File: config.mk
export PLATFORM = sky130hd
export DESIGN_NAME = two_power_inv_mod_flat
export DESIGN_NICKNAME = d
export VERILOG_FILES = /design/src/rtl/two_power_inv_mod_if.sv /design/src/rtl/two_power_inv_mod.sv /design/src/flat_wrapper.sv
export SDC_FILE = /design/constraint.sdc
export NUM_CORES = 2
export LEC_CHECK = 0
export CAP_MARGIN = 20
export CORE_AREA = 10 10 305 307
export DETAILED_ROUTE_END_ITERATION = 6
export DIE_AREA = 0 0 315 317
export PLACE_DENSITY_LB_ADDON = 0.2
export SLEW_MARGIN = 20
export SYNTH_ARGS = -nofsm -noshare
export SYNTH_HDL_FRONTEND = slang
export SYNTH_SLANG_ARGS = --single-unit
File: constraint.sdc
create_clock -name clk -period 8.6 [get_ports clk]
set_clock_uncertainty 0.2 [all_clocks]
set_input_delay 1.72 -clock clk [delete_from_list [all_inputs] [get_ports clk]]
set_output_delay 1.72 -clock clk [all_outputs]
set_load 0.005 [all_outputs]
File: src/rtl/two_power_inv_mod_if.sv
// Request/response bundle for the modular halving unit: request side (i_*) and result side (o_*).
interface two_power_inv_mod_if #(
    parameter int unsigned MOD_WIDTH   = 256,
    parameter int unsigned POWER_WIDTH = 32
);
    logic                   i_valid;
    logic                   i_ready;
    logic [MOD_WIDTH-1:0]   i_modulus;
    logic [MOD_WIDTH-1:0]   i_value;
    logic [POWER_WIDTH-1:0] i_power;
    logic                   o_valid;
    logic                   o_ready;
    logic [MOD_WIDTH-1:0]   o_out;

    modport master (
        output i_valid, i_modulus, i_value, i_power, o_ready,
        input  i_ready, o_valid, o_out
    );

    modport slave (
        input  i_valid, i_modulus, i_value, i_power, o_ready,
        output i_ready, o_valid, o_out
    );
endinterface

File: src/rtl/two_power_inv_mod.sv
// Computes x * 2^(-P) mod N (N odd) by iterated modular halving, one halving per clock.
// Used to leave the Montgomery domain and to build 2^(-k) mod N.
module two_power_inv_mod #(
    parameter int unsigned MOD_WIDTH   = 256,
    parameter int unsigned POWER_WIDTH = 32
) (
    input logic               clk,
    input logic               rst,
    two_power_inv_mod_if.slave bus
);

    localparam int unsigned SUM_WIDTH = MOD_WIDTH + 1;

    typedef enum logic [1:0] {
        S_IDLE = 2'd0,
        S_CALC = 2'd1,
        S_DONE = 2'd2
    } state_t;

    state_t                 r_state;
    state_t                 w_next_state;
    logic [MOD_WIDTH-1:0]   r_acc;
    logic [MOD_WIDTH-1:0]   w_acc_nxt;
    logic [MOD_WIDTH-1:0]   r_modulus;
    logic [MOD_WIDTH-1:0]   w_modulus_nxt;
    logic [POWER_WIDTH-1:0] r_count;
    logic [POWER_WIDTH-1:0] w_count_nxt;
    logic                   r_ready;
    logic                   r_valid;
    logic [SUM_WIDTH-1:0]   w_sum;

    // Odd acc: add N in one extra bit so the carry survives the shift.
    assign w_sum = {1'b0, r_acc} + {1'b0, r_modulus};

    always_comb begin
        w_next_state  = r_state;
        w_acc_nxt     = r_acc;
        w_modulus_nxt = r_modulus;
        w_count_nxt   = r_count;
        case (r_state)
            S_IDLE: begin
                if (bus.i_valid) begin
                    w_modulus_nxt = bus.i_modulus;
                    w_acc_nxt     = bus.i_value;
                    w_count_nxt   = bus.i_power;
                    w_next_state  = (bus.i_power == '0) ? S_DONE : S_CALC;
                end
            end
            S_CALC: begin
                w_acc_nxt   = r_acc[0] ? w_sum[SUM_WIDTH-1:1] : {1'b0, r_acc[MOD_WIDTH-1:1]};
                w_count_nxt = r_count - POWER_WIDTH'(1);
                if (r_count == POWER_WIDTH'(1)) begin
                    w_next_state = S_DONE;
                end
            end
            S_DONE: begin
                if (bus.o_ready) begin
                    w_next_state = S_IDLE;
                end
            end
            default: begin
                w_next_state = S_IDLE;
            end
        endcase
    end

    always_ff @(posedge clk or negedge rst) begin
        if (!rst) begin
            r_state   <= S_IDLE;
            r_acc     <= '0;
            r_modulus <= '0;
            r_count   <= '0;
            r_ready   <= 1'b1;
            r_valid   <= 1'b0;
        end else begin
            r_state   <= w_next_state;
            r_acc     <= w_acc_nxt;
            r_modulus <= w_modulus_nxt;
            r_count   <= w_count_nxt;
            r_ready   <= (w_next_state == S_IDLE);
            r_valid   <= (w_next_state == S_DONE);
        end
    end

    // acc only moves in CALC or on acceptance, so o_out is stable while DONE waits.
    assign bus.i_ready = r_ready;
    assign bus.o_valid = r_valid;
    assign bus.o_out   = r_acc;

endmodule

File: src/flat_wrapper.sv
// flat-port wrapper written by rule: the top's interface ports become plain ports
module two_power_inv_mod_flat 
#(
    parameter int unsigned MOD_WIDTH   = 256,
    parameter int unsigned POWER_WIDTH = 32
)
  (clk, rst, bus_i_valid, bus_i_modulus, bus_i_value, bus_i_power, bus_o_ready, bus_i_ready, bus_o_valid, bus_o_out);
  two_power_inv_mod_if #(.MOD_WIDTH(MOD_WIDTH), .POWER_WIDTH(POWER_WIDTH)) bus_i ();
  input logic clk;
  input logic rst;
  input wire logic [$bits(bus_i.i_valid)-1:0] bus_i_valid;
  input wire logic [$bits(bus_i.i_modulus)-1:0] bus_i_modulus;
  input wire logic [$bits(bus_i.i_value)-1:0] bus_i_value;
  input wire logic [$bits(bus_i.i_power)-1:0] bus_i_power;
  input wire logic [$bits(bus_i.o_ready)-1:0] bus_o_ready;
  output wire logic [$bits(bus_i.i_ready)-1:0] bus_i_ready;
  output wire logic [$bits(bus_i.o_valid)-1:0] bus_o_valid;
  output wire logic [$bits(bus_i.o_out)-1:0] bus_o_out;
  assign bus_i.i_valid = bus_i_valid;
  assign bus_i.i_modulus = bus_i_modulus;
  assign bus_i.i_value = bus_i_value;
  assign bus_i.i_power = bus_i_power;
  assign bus_i.o_ready = bus_o_ready;
  assign bus_i_ready = bus_i.i_ready;
  assign bus_o_valid = bus_i.o_valid;
  assign bus_o_out = bus_i.o_out;
  two_power_inv_mod #(.MOD_WIDTH(MOD_WIDTH), .POWER_WIDTH(POWER_WIDTH)) u_core (.clk(clk), .rst(rst), .bus(bus_i));
endmodule
Figure 1. Floorplan with the power grid.
The bar under the picture is 100 um long. Pins as bars on the die edge. Tap cells in gray.
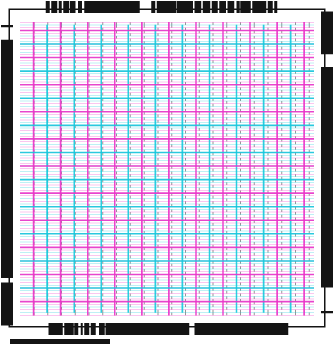
net	color
VSS	magenta
VDD	cyan
met5 straps	21
tap cells	1155
met1 rails	109

Figure 2. Placed cells, one color a class.
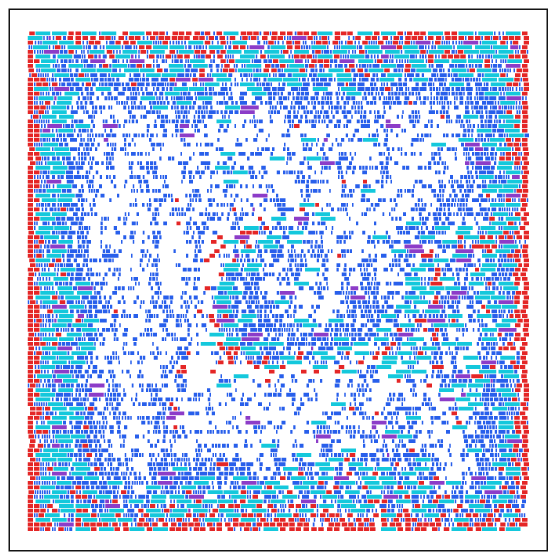
class	color	cells	share of their area
clock drivers and dummy loads	purple	118	4.2%
remaining buffers and delay cells	red	854	16%
combinational and other logic	blue	5293	55%
sequential cells	cyan	548	25%
number of placement rows: 108
core box area: 86600 sq um

## sequential cells by signal, summed over array words and instances (netlist names)
signal,flops
u_core.bus.i_ready,1
u_core.bus.o_out,256
u_core.r_state,2
u_core.r_modulus,256
u_core.bus.o_valid,1
u_core.r_count,32
## metrics by stage
step	utilization	hold WS [ps]	power, uW	area [sq um]
finish	0.646	283	26600	56000
global route	0.646	306	27900	56000
CTS	0.646	283	25900	55900
detailed placement	0.619	269	22600	53600
global placement	0.619	264	22400	53600
floorplan	-	250	15700	45000
## power by group
part           total, uW  leakage, uW  internal [uW]  switching, uW
sequential          5150      0.00659           3730           1420
clock               3070      0.00113           1800           1270
combinational      18400       0.0159           6800          11600
total              26600       0.0236          12300          14300
==> impl_metrics.toml <==
# generated from flow reports
[drt]
drt_iter0_drc = 7688
dr.pass1.iters = 7
top_layer = "met5"
wl_met2_um = 96500
drc = 20
vias = 53300
wl_met1_um = 83800
wl_met3_um = 26100
wl_per_cell_um = 27.6
antenna_left = 0
via_per_inst = 6.68
drt_wl_total_um = 220000

[synthesis]
yosysChipArea_sq_um = 45000
ys_cells = 6216
ys_sh_mux = 0.00714
logic_family = "AND-OR/OR-AND gates"
largest_area_cell = "dfrtp_1"
avgSynthCellArea_sq_um = 7.24
synth_xor_xnor_area_share = 0.0482
synth_cell_types = 92
synth.top_cell.area_share = 0.304
syn_area_sq_um = 45000
most_common_cell = "nand2_1"
yosysSeqAreaShare = 0.305
ys_async_sr_fraction = 1.00
yosys_warnings = 0
synthTopCellsByCount = "1709 x nand2_1, 605 x a21oi_1, 547 x dfrtp_1, 384 x nor2_1, 358 x clkbuf_1"
ys_top_cells_by_area = "dfrtp_1 30%, nand2_1 14%, ha_1 7.1%"
ff_type = "dfrtp_1"
ys.flops = 548
yosys.area_share.adder = 0.0719
synth-edff-count = 0
syn-instance-count = 6216
aoi_share = 0.267
simple_gate_share = 0.261
syn_nets = 7022

[finish]
ff_count = 548
mostFrequentLayoutCell = "nand2_1"
comb_area_sq_um = 29600
logic_gates = 5188
seqCellArea_sq_um = 13700
inverters_excl_clock = 105
layout_top_cells = "1706 x nand2_1, 804 x clkdlybuf4s50_1, 605 x a21oi_1"
area_growth_pct = 24.3
num_antenna_cells = 14
biggestCellCategory = "combinational gates"
nFillCells = 7024
comb_area_frac = 0.528
clockBufferCount = 85
drive_gt1_frac = 0.0324
nonClkBufAreaFrac = 0.152
buffers = 854
fin_cells = 7982
seq_area_frac = 0.245
clk_share = 0.0410
nets = 7569

[global_route]
use_met1 = 0.534
met3_usage = 0.110
grt-busiest-layer = "met2"
track_usage = 0.420
met2_usage = 0.650
antenna_found_initial = 24
grt_first_pass_wirelength_um = 325000
grt_start_max_net_pins = 168
grt_overflow = 0
grt_pass1_vias = 51500

[placement]
routabilityCongestion = 1.08
post-dp-hpwl_um = 172000
dp_slack_ps = 2330
place_inst = 7849
io_buffers = 805

[clock_network]
clock_latency_ps = 670
cts-htree-levels = 3
root_buffer = "clkbuf_16"
tritoncts = "yes"
clockBufferDepth = 3
post_cts_resized = 0
numClockSinks = 548
clkTransAtPathRegs_ps = 60
post_cts_buffers = 0
cts_hold_buf = 0
cts_buffers = 66

[setup_path]
worstPathCellList = "ha_1 > nand4_1 > or2_2 > a2bb2oi_1 > nor3b_1 > nor3_1 > o211ai_1 > a211oi_1 > a211oi_1 > o41ai_2 > a41oi_1 > o21ai_1 > a21boi_1 > xor2_1 > a221oi_1"
timing.rr.start = "u_core.bus.o_out[18]$_DFFE_PN0P_"
r2r.worst_path.cells = 15
r2r-end = "u_core.bus.o_out[228]$_DFFE_PN0P_"
cp_common_cell = "a211oi_1"
worstSetupPathType = "reg2reg"
cp-start-kind = "flip-flop"
cp.required_ps = 8950
crit_buf_inv = 0
crit_slowest_cell = "a211oi_1"
worstSetupEndpoint = "u_core.bus.o_out[228]$_DFFE_PN0P_"
crit_arrival_ps = 7050
worstSetupPathDepth = 15
path_delay_family = "AND-OR/OR-AND gates"
startpoint = "u_core.bus.o_out[18]$_DFFE_PN0P_"
critPathMaxStageDelay_ps = 760
path_max_fanout = 7
crit_path_end_kind = "flip-flop"
r2r_setup_slack_ps = 1900

[power]
leakage_uw = 0.0236
ir_worst_vdd_mv = 0.265
p_per_area_nw_per_um2 = 475

[final_timing]
maxSlewHeadroom = 0.0731
finalHoldViolCount = 0
setup_tns_ps = 0
rsz0062_at_grt = "no"
final-max-slew-violation-count = 0
setup_viol = 0
finalCriticalPeriod_ps = 6700
max_freq_mhz = 149
worst_slew_pin_slew_ps = 1380
finalCritPeriodShare = 0.779
setup_slack_ps = 1900

[floorplanning]
taps = 1155
die_h_um = 317
die_w_um = 315
fp-utilization = 0.520
die_area_sq_um = 99900
ios = 806

[job]
warnings = 51
cap_violations = 0

[worst_hold_path]
min_path_type = "reg2reg"
holdPathEnd = "u_core.r_modulus[22]$_DFFE_PN0P_"
hold_start = "u_core.r_modulus[22]$_DFFE_PN0P_"
worstHoldPathCells = 2

[run_status]
status = "finished with violations"
violations = "DRC"
No activity file was given, so power comes from the tool's default toggle rates.
